===== config.mk =====
export PLATFORM = sky130hd
export DESIGN_NAME = b1_boc_code_gen
export DESIGN_NICKNAME = d
export VERILOG_FILES = /design/src/rtl/b1_boc_code_gen.sv
export SDC_FILE = /design/constraint.sdc
export NUM_CORES = 1
export LEC_CHECK = 0
export CORE_MARGIN = 5
export CORE_UTILIZATION = 50
export CTS_CLUSTER_SIZE = 24
export DETAILED_ROUTE_END_ITERATION = 10
export PLACE_DENSITY_LB_ADDON = 0.3
export SLEW_MARGIN = 5
export SYNTH_ARGS = -nofsm -noshare
export SYNTH_HDL_FRONTEND = slang
export SYNTH_SLANG_ARGS = --single-unit

===== constraint.sdc =====
create_clock -name rx_clk -period 4.9 [get_ports rx_clk]
set_clock_uncertainty 0.1 [all_clocks]
set_input_delay 0.735 -clock rx_clk [delete_from_list [all_inputs] [get_ports rx_clk]]
set_output_delay 0.735 -clock rx_clk [all_outputs]
set_load 0.01 [all_outputs]

===== src/rtl/b1_boc_code_gen.sv =====
// B1 BOC local replica generator: half-chip code NCO, G1/G2 Gold-code LFSRs, square BOC
// subcarrier, early/prompt/late replica taps and a prompt-aligned epoch strobe.

module b1_boc_code_gen #(
  parameter int unsigned CODE_LEN = 2046,
  parameter int unsigned G2_TAP_A = 1,
  parameter int unsigned G2_TAP_B = 3,
  parameter int unsigned SPACING  = 4,
  parameter bit          BOC_EN   = 1'b1
) (
  input  logic        rx_clk,
  input  logic        rx_rst,
  input  logic        rx_start,
  input  logic [31:0] rx_prn_fcw,
  output logic        tx_loc_bocE,
  output logic        tx_loc_bocP,
  output logic        tx_loc_bocL,
  output logic        tx_prn_sop,
  output logic [10:0] tx_chip_cnt,
  output logic [15:0] tx_epoch_cnt,
  output logic        tx_busy
);

  localparam int unsigned DEPTH     = 2 * SPACING;
  localparam logic [11:1] LFSR_INIT = 11'b01010101010;
  localparam logic [10:0] LAST_CHIP = 11'(CODE_LEN - 1);
  localparam logic [3:0]  TAP_A     = 4'(G2_TAP_A);
  localparam logic [3:0]  TAP_B     = 4'(G2_TAP_B);

  typedef enum logic {
    IDLE = 1'b0,
    RUN  = 1'b1
  } state_t;

  // One delay-line slot: replica bit plus its epoch strobe, so P and its sop stay aligned.
  typedef struct packed {
    logic e;
    logic sop;
  } tap_t;

  // Fibonacci LFSRs: stage 1 takes the feedback, stage 11 is the oldest bit.
  function automatic logic [11:1] g1_step(input logic [11:1] g);
    return {g[10:1], g[1] ^ g[7] ^ g[8] ^ g[9] ^ g[10] ^ g[11]};
  endfunction

  function automatic logic [11:1] g2_step(input logic [11:1] g);
    return {g[10:1], g[1] ^ g[2] ^ g[3] ^ g[4] ^ g[5] ^ g[8] ^ g[9] ^ g[11]};
  endfunction

  state_t      state_q, state_d;
  logic [31:0] phase_q, phase_d;
  logic [11:1] g1_q, g1_d;
  logic [11:1] g2_q, g2_d;
  logic [10:0] chip_q, chip_d;
  logic [15:0] epoch_q, epoch_d;
  logic        sub_q, sub_d;
  logic        e_q, e_d;
  logic        sop_q, sop_d;
  tap_t        dl_q [DEPTH];
  tap_t        dl_d [DEPTH];

  logic [32:0] nco_sum;
  logic        half_tick;
  logic        chip_tick;
  logic        code_bit;

  always_comb begin
    // NOTE: every signal written here gets a default first, so no path can infer a latch.
    state_d   = state_q;
    phase_d   = phase_q;
    g1_d      = g1_q;
    g2_d      = g2_q;
    chip_d    = chip_q;
    epoch_d   = epoch_q;
    sub_d     = sub_q;
    sop_d     = 1'b0;
    dl_d      = dl_q;
    nco_sum   = {1'b0, phase_q} + {1'b0, rx_prn_fcw};
    half_tick = 1'b0;
    chip_tick = 1'b0;

    if (rx_start) begin
      // Restart wins over any NCO carry in the same cycle.
      state_d = RUN;
      phase_d = '0;
      g1_d    = LFSR_INIT;
      g2_d    = LFSR_INIT;
      chip_d  = '0;
      epoch_d = '0;
      sub_d   = 1'b0;
      sop_d   = 1'b1;
      for (int i = 0; i < DEPTH; i++) dl_d[i] = '0;
    end else if (state_q == RUN) begin
      phase_d   = nco_sum[31:0];
      half_tick = nco_sum[32];
      chip_tick = half_tick & sub_q;
      dl_d[0]   = {e_q, sop_q};
      for (int i = 1; i < DEPTH; i++) dl_d[i] = dl_q[i-1];
      if (half_tick) sub_d = ~sub_q;
      if (chip_tick) begin
        if (chip_q == LAST_CHIP) begin
          // Truncated code: both registers reload at the epoch boundary.
          chip_d  = '0;
          g1_d    = LFSR_INIT;
          g2_d    = LFSR_INIT;
          epoch_d = epoch_q + 16'd1;
          sop_d   = 1'b1;
        end else begin
          chip_d = chip_q + 11'd1;
          g1_d   = g1_step(g1_q);
          g2_d   = g2_step(g2_q);
        end
      end
    end

    code_bit = g1_d[11] ^ g2_d[TAP_A] ^ g2_d[TAP_B];
    e_d      = (state_d == RUN) & (code_bit ^ (BOC_EN & sub_d));
  end

  always_ff @(posedge rx_clk) begin
    // NOTE: sequential state uses non-blocking assignments so every flop samples pre-edge values.
    if (!rx_rst) begin
      state_q <= IDLE;
      phase_q <= '0;
      g1_q    <= LFSR_INIT;
      g2_q    <= LFSR_INIT;
      chip_q  <= '0;
      epoch_q <= '0;
      sub_q   <= 1'b0;
      e_q     <= 1'b0;
      sop_q   <= 1'b0;
      // NOTE: the delay line is a memory that must be reset, since P/L read 0 straight out of reset.
      for (int i = 0; i < DEPTH; i++) dl_q[i] <= '0;
    end else begin
      state_q <= state_d;
      phase_q <= phase_d;
      g1_q    <= g1_d;
      g2_q    <= g2_d;
      chip_q  <= chip_d;
      epoch_q <= epoch_d;
      sub_q   <= sub_d;
      e_q     <= e_d;
      sop_q   <= sop_d;
      dl_q    <= dl_d;
    end
  end

  assign tx_loc_bocE  = e_q;
  assign tx_loc_bocP  = dl_q[SPACING-1].e;
  assign tx_loc_bocL  = dl_q[DEPTH-1].e;
  assign tx_prn_sop   = dl_q[SPACING-1].sop;
  assign tx_chip_cnt  = chip_q;
  assign tx_epoch_cnt = epoch_q;
  assign tx_busy      = (state_q == RUN);

endmodule


**Run 1: signal wires on met1**

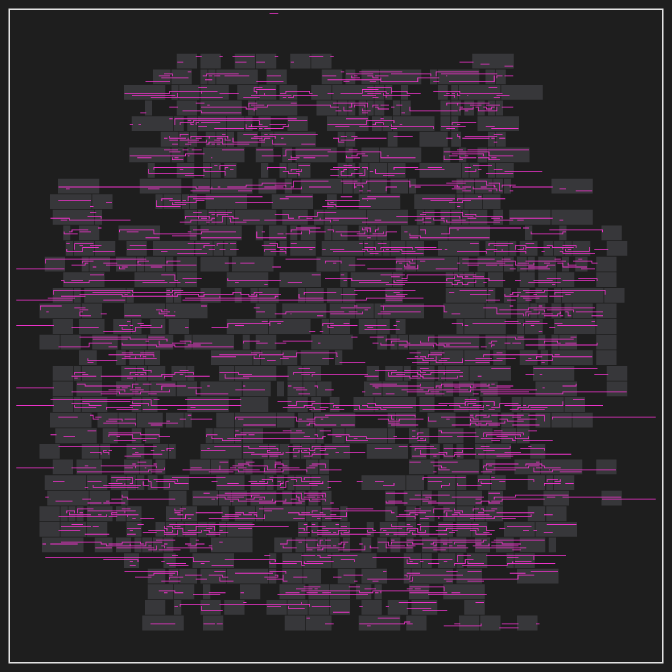
The layer carries 5230 um of wire. The wires run mostly horizontal. The layer holds 46% of the routed length.
detailed-route via count: 4533
met1 GRT Util: 22.7%
WL final: 11500 um

**Run 1: signal wires on met2**

Scale bar: 20 um.
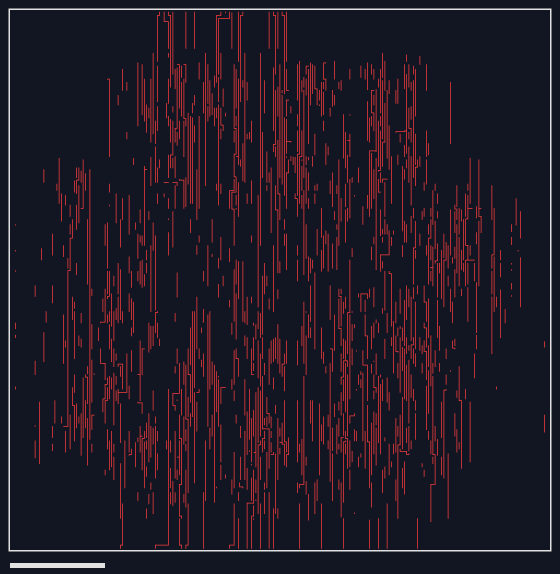
The layer holds 48% of the routed length. The longest straight run is 56.8 um. 622 nets have wire on it. The layer carries 5480 um of wire. The wires run mostly vertical.
routing usage on met2: 30.9%

==> run summary, run 1 <==
Ys Warns: 0
fp_density: 51.6%
Flop Count: 97
1st-pass router iterations: 4
Worst Path Arrival: 4.50 ns
Hold EP: g1_q[5]
non-clk buf share: 11.6%
clock buffer count: 11
Cell area leaders: dfxtp_1, ha_1, mux2i_1, nor2_1, xnor2_1
minimum clock period: 4.30 ns
DR WL/cell: 14.0 um
fill cell count: 909
post-synth top area cell: dfxtp_1
final setup vio count: 0
hold path start: g1_q[5]
max-cap viol count: 0
critical path peak fanout: 10
drt drc: 0
Mux area share: 7.10%
antenna violations before repair: 0
Max VDD drop: 0.131 mV
Non-clk bufs: 76
cell area after placement: 6170 sq um
pin count of the biggest net entering global routing: 44
iteration-0 DRC count of the detailed router: 238
Synth Seq Share: 36.2%
synthesized area: 5370 sq um
Slew HR: 50.6%
num rows: 37
MI comb area: 3290 sq um
Layout area overhead: 18.1%
total inserted antenna cells: 0
Clk Latency, worst-skew pair: 0.37 ns
Pint: 1.11 mW
Die ar.: 12900 sq um
syn_nets: 697
grt total ovfl: 0
flop share of the area: 30.6%
Post-synth top cells: dfxtp_1, nor2_1, nand2_1
Commonest flop: dfxtp_1
setup TNS: 0 ns
status: complete, no violations
CTS sink count: 97
DR top layer: met4
Mapped Cells: 625
synthesized-area fraction occupied by and/or/nand/nor cells: 19.7%
Largest cell class: logic gates
FF+latch area: 1940 sq um
Sequential Power: 811 uW
Hold Violations, Final: 0
Final Wtd Congestion: 0.837
Synth Area in Compound Gates: 16.1%
WHS Path Cells: 2
fmax: 232 MHz
ys async rst share: 0%
Hold-fix buffers, CTS: 0
sequential share of power: 53.8%
Yosys Chip Area: 5370 sq um
crit end category: flip-flop
postcts setup bufs: 0
Top Layout Cells: dfxtp_1, nor2_1, clkdlybuf4s50_1
Most Crowded Layer GR: met2
I/O Buffers: 66
Top logic family: simple AND/OR/NAND/NOR gates
Pwr Total: 1.51 mW
crit-path max cell delay: 0.46 ns
net switching power: 397 uW
count leader, synth: dfxtp_1
max reg flops: 32
Top cell area share: 36.2%
Slew Viols, Final: 0
dominant logic cell type in the layout: dfxtp_1
clock share of power: 32.2%
pre-CTS setup slack: 0.207 ns
Num CTS Buffers: 9
yosys xor share: 9.46%
worst min path class: flip-flop to flip-flop
pwr dens: 238 nW/um^2
Core Region: 10400 sq um
met1 wire length: 5230 um
Die Ht: 114 um
**Run 1: signal wires on met3**

Scale bar: 20 um.
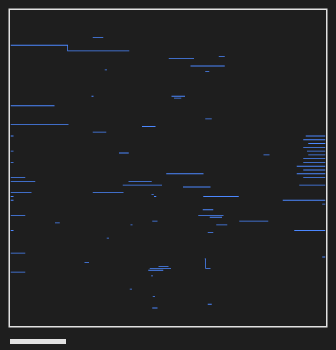
58 nets have wire on it. The layer holds 3.7% of the routed length.
global routing usage on met3: 2.71%

-- run 1: worst max path at each step --
stage                  startpoint               end  slack (ns)  depth (start not counted)
floorplan           rx_prn_fcw[0]       tx_loc_bocE        1.06                         17
global placement    rx_prn_fcw[0]  tx_epoch_cnt[15]        0.34                         18
detailed placement  rx_prn_fcw[0]  tx_epoch_cnt[13]        0.21                         17
CTS                 rx_prn_fcw[0]  tx_epoch_cnt[13]        0.57                         17
global route        rx_prn_fcw[0]  tx_epoch_cnt[13]        0.32                         17
finish              rx_prn_fcw[0]  tx_epoch_cnt[13]        0.60                         17
==> run 2, diff against run 1 <==
Settings changed: CORE_UTILIZATION 50 to 35.
**Run 2: clock nets**

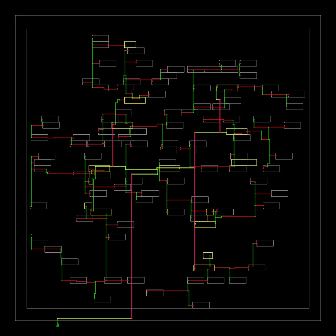
Clk Latency, worst-skew pair: 0.34 ns
Flop Count: 97

==> run summary, run 2 <==
Worst Path Buf+Inv: 1
Largest Register: phase_q
sequential share of power: 46.5%
post-synth top area cell: dfxtp_1
Syn Area/Cell: 8.59 sq um
Synth Area in Compound Gates: 16.1%
Critical Path Sink: tx_epoch_cnt[13]
EDFF count, synth: 0
Cell area leaders: dfxtp_1, ha_1, mux2i_1, nor2_1, xnor2_1
crit-path leading delay family: AND-OR/OR-AND gates
Hold EP: g1_q[5]
Critical path origin: rx_prn_fcw[0]
ys async rst share: 0%
Yosys Chip Area: 5370 sq um
final setup vio count: 0
Hold-fix buffers, CTS: 0
Pint: 1.31 mW
count leader, synth: dfxtp_1
detailed-route via count: 4522
fmax: 230 MHz
I/O Buffers: 66
Die ar.: 17900 sq um
Mapped Cells: 625
1st-pass router iterations: 4
met1 GRT Util: 16.9%
minimum clock period: 4.35 ns
DR WL/cell: 13.6 um
global routing usage on met3: 2.33%
pwr dens: 267 nW/um^2
hold path start: g1_q[5]
Top cell area share: 36.2%
Worst Path Arrival: 4.52 ns
setup TNS: 0 ns
Num CTS Buffers: 9
Core Region: 15100 sq um
yosys cell count: 625
Mux area share: 7.10%
met1 wire length: 5580 um
WL final: 11900 um
Die Ht: 134 um
Hold Violations, Final: 0
routing usage on met2: 22.9%
Max VDD drop: 0.176 mV
Comb group: 212 uW
Top logic family: simple AND/OR/NAND/NOR gates
Inst Count DP: 858
final net count: 753
Commonest flop: dfxtp_1
Worst-Margin Slew: 0.980 ns
crit-path max cell delay: 0.47 ns
total inserted antenna cells: 0
Final Wtd Congestion: 0.860
fp_density: 35.5%
antenna violations before repair: 0
postcts setup bufs: 0
Clk power: 721 uW
Ys Warns: 0
synthesized-area fraction occupied by and/or/nand/nor cells: 19.7%
Final Non-Filler Cells: 873
cell area after placement: 6230 sq um
combinational power share: 12.1%
crit end category: flip-flop
grt total ovfl: 0
Pwr Total: 1.75 mW
Synth Seq Share: 36.2%
root buf cell: clkbuf_16
num rows: 45
CTS sink count: 97
status: complete, no violations
pin count of the biggest net entering global routing: 46
max-cap viol count: 0
iteration-0 DRC count of the detailed router: 297
vias in the first global route: 4512
critical path depth: 17
DR top layer: met4
yosys xor share: 9.46%
Slew Viols, Final: 0
clock share of power: 41.3%
worst min path class: flip-flop to flip-flop
Global Route Usage Sum: 13.5%
max reg flops: 32
R2R Setup Slk: 1.08 ns
CP Cell Sequence: clkdlybuf4s50_1 > ha_1 > fa_1 > a211oi_1 > o21a_1 > a211oi_2 > o21ai_1 > a21oi_1 > o21ai_2 > o21a_2 > o21ai_0 > ha_1 > nand2_1 > nor2_4 > nand4_2 > or3_1 > a21oi_1
WHS Path Cells: 2
dominant logic cell type in the layout: dfxtp_1
first-pass GRT wire length: 20300 um
reg-to-reg endpoint: tx_epoch_cnt[13]
Sequential Power: 812 uW
Layout area overhead: 21.5%
Most Crowded Layer GR: met2
Post-synth top cells: dfxtp_1, nor2_1, nand2_1
pre-CTS setup slack: 0.202 ns
critical path peak fanout: 10
synthesized area: 5370 sq um
syn_nets: 697
net switching power: 431 uW
cells on worst reg2reg path: 16
Top Layout Cells: dfxtp_1, nor2_1, clkdlybuf4s50_1
drt drc: 0
Slew HR: 34.6%
[run 2: cell counts after synthesis]
Identical to the previous run, type by type.
[run 2: layout make-up]
| type | count | area, sq um |
|---|---|---|
| Clock inverter | 5 | 63.8 |
| Timing Repair Buffer | 75 | 728 |
| Inverter | 9 | 33.8 |
| Tap cell | 188 | 235 |
| Clock buffer | 10 | 239 |
| Sequential cell | 97 | 1940 |
| Fill cell | 1488 | 8620 |
| Multi-Input combinational cell | 489 | 3290 |
[run 2: kinds of logic after synthesis]
family | Yosys count
buffers and inverters | 39
AOI/OAI and AO/OA | 129
xor gates and xnor gates | 58
and+or+nand+nor | 227
muxes | 38
DFF | 97
adders and majority gates | 37
[run 2: worst min-delay path, delay by kind of cell (launching register included)]
family	cells	cell delay [ns]
compound gates	1	0.05
flops	1	0.31
simple gates	1	0.05
Power and IR drop assume default switching activity.
